==> config.mk <==
export PLATFORM = sky130hd
export DESIGN_NAME = buf_lru_alloc_ctrl
export DESIGN_NICKNAME = d
export VERILOG_FILES = /design/src/rtl/buf_lru_alloc_ctrl.sv
export SDC_FILE = /design/constraint.sdc
export NUM_CORES = 1
export LEC_CHECK = 0
export CAP_MARGIN = 0
export CORE_MARGIN = 1.5
export CORE_UTILIZATION = 51
export DETAILED_ROUTE_END_ITERATION = 12
export PLACE_DENSITY = 0.76
export SLEW_MARGIN = 20
export SYNTH_ARGS = -nofsm -noshare
export SYNTH_HDL_FRONTEND = slang
export SYNTH_SLANG_ARGS = --single-unit
export TNS_END_PERCENT = 10
==> constraint.sdc <==
create_clock -name clk -period 2.8 [get_ports clk]
set_clock_uncertainty 0.1 [all_clocks]
set_input_delay 0.28 -clock clk [delete_from_list [all_inputs] [get_ports clk]]
set_output_delay 0.28 -clock clk [all_outputs]
set_load 0.05 [all_outputs]
==> src/rtl/buf_lru_alloc_ctrl.sv <==
// buf_lru_alloc_ctrl
// Shares four buffers between two requesters. Each request tag is looked up in a
// 4-entry tag table. A hit returns the buffer number. A miss picks a victim,
// runs a fill handshake with the backing store, and then returns the victim.
// Replacement uses a 6-bit pairwise LRU; each bit is 1 when the lower index of
// its pair is the older one.
// Ports:
//   clk, rst_n            clock, asynchronous active-low reset
//   req_valid[1:0]        per-requester request
//   req_tag0/1            request tags
//   req_ready[1:0]        one-hot grant, combinational, only in IDLE
//   flush                 invalidate all tag entries (deferred while busy)
//   rsp_valid/id/buf/hit  one-cycle response strobe plus held payload
//   fill_req/buf/tag      fill request, held until fill_done
//   fill_done             fill completion, only looked at in FILL
//   busy                  high in every state except IDLE
module buf_lru_alloc_ctrl #(
   parameter int TAG_W = 8
) (
   input  logic             clk,
   input  logic             rst_n,
   input  logic [1:0]       req_valid,
   input  logic [TAG_W-1:0] req_tag0,
   input  logic [TAG_W-1:0] req_tag1,
   output logic [1:0]       req_ready,
   input  logic             flush,
   output logic             rsp_valid,
   output logic             rsp_id,
   output logic [1:0]       rsp_buf,
   output logic             rsp_hit,
   output logic             fill_req,
   output logic [1:0]       fill_buf,
   output logic [TAG_W-1:0] fill_tag,
   input  logic             fill_done,
   output logic             busy
);

   typedef enum logic [1:0] {IDLE, LOOKUP, FILL, RESP} state_t;

   state_t           state;
   logic [3:0]       valid;
   logic [TAG_W-1:0] tags [4];
   logic [5:0]       lru;
   logic             rr_pri;      // requester favoured when both request
   logic             flush_pend;
   logic             id_q;
   logic [TAG_W-1:0] tag_q;
   logic             flush_now;
   logic             hit;
   logic [1:0]       hit_idx;
   logic [1:0]       free_idx;
   logic [1:0]       victim;

   // Bits: 5=(0,1) 4=(0,2) 3=(0,3) 2=(1,2) 1=(1,3) 0=(2,3).
   // Touching k makes k the newest buffer in each of its three pairs.
   function automatic logic [5:0] lru_touch(input logic [5:0] l, input logic [1:0] k);
      logic [5:0] n;
      n = l;
      case (k)
         2'd0:    n[5:3] = 3'b000;
         2'd1:    begin n[5] = 1'b1; n[2:1] = 2'b00; end
         2'd2:    begin n[4] = 1'b1; n[2] = 1'b1; n[0] = 1'b0; end
         default: begin n[3] = 1'b1; n[1:0] = 2'b11; end
      endcase
      return n;
   endfunction

   // The oldest buffer is older in all three of its pairs.
   // An unreachable code falls back to buffer 0.
   function automatic logic [1:0] lru_oldest(input logic [5:0] l);
      if (l[5] & l[4] & l[3])         return 2'd0;
      else if (!l[5] & l[2] & l[1])   return 2'd1;
      else if (!l[4] & !l[2] & l[0])  return 2'd2;
      else if (!l[3] & !l[1] & !l[0]) return 2'd3;
      else                            return 2'd0;
   endfunction

   assign flush_now = flush_pend | flush;

   // Hit lookup and lowest free entry. The loop runs from high to low
   // index so that the lowest index wins.
   always_comb begin
      hit      = 1'b0;
      hit_idx  = 2'd0;
      free_idx = 2'd0;
      for (int i = 3; i >= 0; i--) begin
         if (valid[i] && tags[i] == tag_q) begin
            hit     = 1'b1;
            hit_idx = 2'(i);
         end
         if (!valid[i]) free_idx = 2'(i);
      end
      victim = (&valid) ? lru_oldest(lru) : free_idx;
   end

   // A pending or incoming flush takes the IDLE cycle, so no grant is made then.
   always_comb begin
      req_ready = 2'b00;
      if (state == IDLE && !flush_now) begin
         case (req_valid)
            2'b01:   req_ready = 2'b01;
            2'b10:   req_ready = 2'b10;
            2'b11:   req_ready = rr_pri ? 2'b10 : 2'b01;
            default: req_ready = 2'b00;
         endcase
      end
   end

   always_ff @(posedge clk or negedge rst_n) begin
      if (!rst_n) begin
         state      <= IDLE;
         valid      <= 4'b0000;
         for (int i = 0; i < 4; i++) tags[i] <= '0;
         lru        <= 6'b111111;
         rr_pri     <= 1'b0;
         flush_pend <= 1'b0;
         id_q       <= 1'b0;
         tag_q      <= '0;
         rsp_valid  <= 1'b0;
         rsp_id     <= 1'b0;
         rsp_buf    <= 2'd0;
         rsp_hit    <= 1'b0;
         fill_req   <= 1'b0;
         fill_buf   <= 2'd0;
         fill_tag   <= '0;
         busy       <= 1'b0;
      end else begin
         if (flush && state != IDLE) flush_pend <= 1'b1;
         case (state)
            IDLE: begin
               if (flush_now) begin
                  valid      <= 4'b0000;
                  flush_pend <= 1'b0;
               end else if (|req_ready) begin
                  tag_q  <= req_ready[1] ? req_tag1 : req_tag0;
                  id_q   <= req_ready[1];
                  rr_pri <= ~req_ready[1];
                  busy   <= 1'b1;
                  state  <= LOOKUP;
               end
            end
            LOOKUP: begin
               if (hit) begin
                  lru       <= lru_touch(lru, hit_idx);
                  rsp_valid <= 1'b1;
                  rsp_id    <= id_q;
                  rsp_buf   <= hit_idx;
                  rsp_hit   <= 1'b1;
                  state     <= RESP;
               end else begin
                  fill_req <= 1'b1;
                  fill_buf <= victim;
                  fill_tag <= tag_q;
                  state    <= FILL;
               end
            end
            FILL: begin
               if (fill_done) begin
                  valid[fill_buf] <= 1'b1;
                  tags[fill_buf]  <= fill_tag;
                  lru             <= lru_touch(lru, fill_buf);
                  fill_req        <= 1'b0;
                  rsp_valid       <= 1'b1;
                  rsp_id          <= id_q;
                  rsp_buf         <= fill_buf;
                  rsp_hit         <= 1'b0;
                  state           <= RESP;
               end
            end
            RESP: begin
               rsp_valid <= 1'b0;
               busy      <= 1'b0;
               state     <= IDLE;
            end
            default: state <= IDLE;
         endcase
      end
   end

endmodule

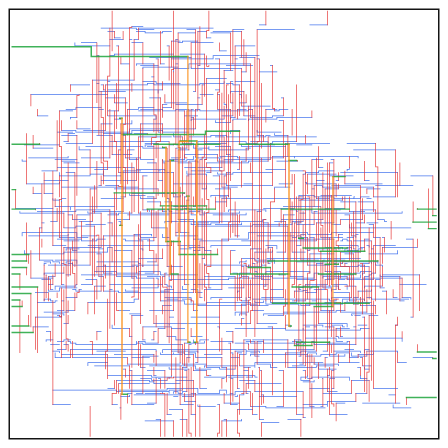
layers.png
[M4] orange | wire length: 283 um
[M3] green | wire length: 340 um
[M2] red | wire length: 4220 um
[M1] blue | wire length: 3660 um
WL/cell: 17.4 um
all-layer global routing usage: 22.8%
Post-Route WL: 8.50 mm

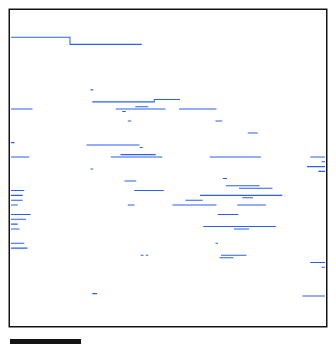
m3.png
The bar under the picture is 20 um long.
share of all routed wire: 4.0%
wire length on this layer: 340 um
nets with wire on the layer: 41

==> results.tsv <==
metric	value	unit
H-tree levels	3	
largest power group	combinational logic	
cell taking the most area after synthesis	dfrtp_1	
most instantiated library cell after synthesis	dfrtp_1	
maximum buffer depth of the clock tree	2	
Comb/total area	41.0	%
pre-CTS setup slack	-0.0664	ns
status	finished with violations	
met2 Resource Use GR	36.9	%
Final setup violation count	3	
drt initial violations	167	
syn avg cell area	11.3	sq um
crit end category	flop	
dominant kind of cell	logic gates	
die width	89.6	um
drt first pass iters	4	
initial antenna violation count	0	
failing checks	setup timing	
vias in the first global route	2763	
placed wire-length estimate	6.11	mm
critical-path cell list	xnor2_1 -> nand3_1 -> or3_4 -> a21oi_2 -> nor2_2 -> inv_1 -> ha_2 -> a221o_1 -> a21oi_2 -> mux2_4	
unrepaired setup endpoints after global routing	yes	
final worst setup slack	-0.0850	ns
Top Registers	tags (32), fill_tag (8), tag_q (8)	
Crit Reg-Reg Startpoint	tag_q[7]$_DFFE_PN0P_	
Power figures rest on the tool's default switching activity, not on a simulated workload.
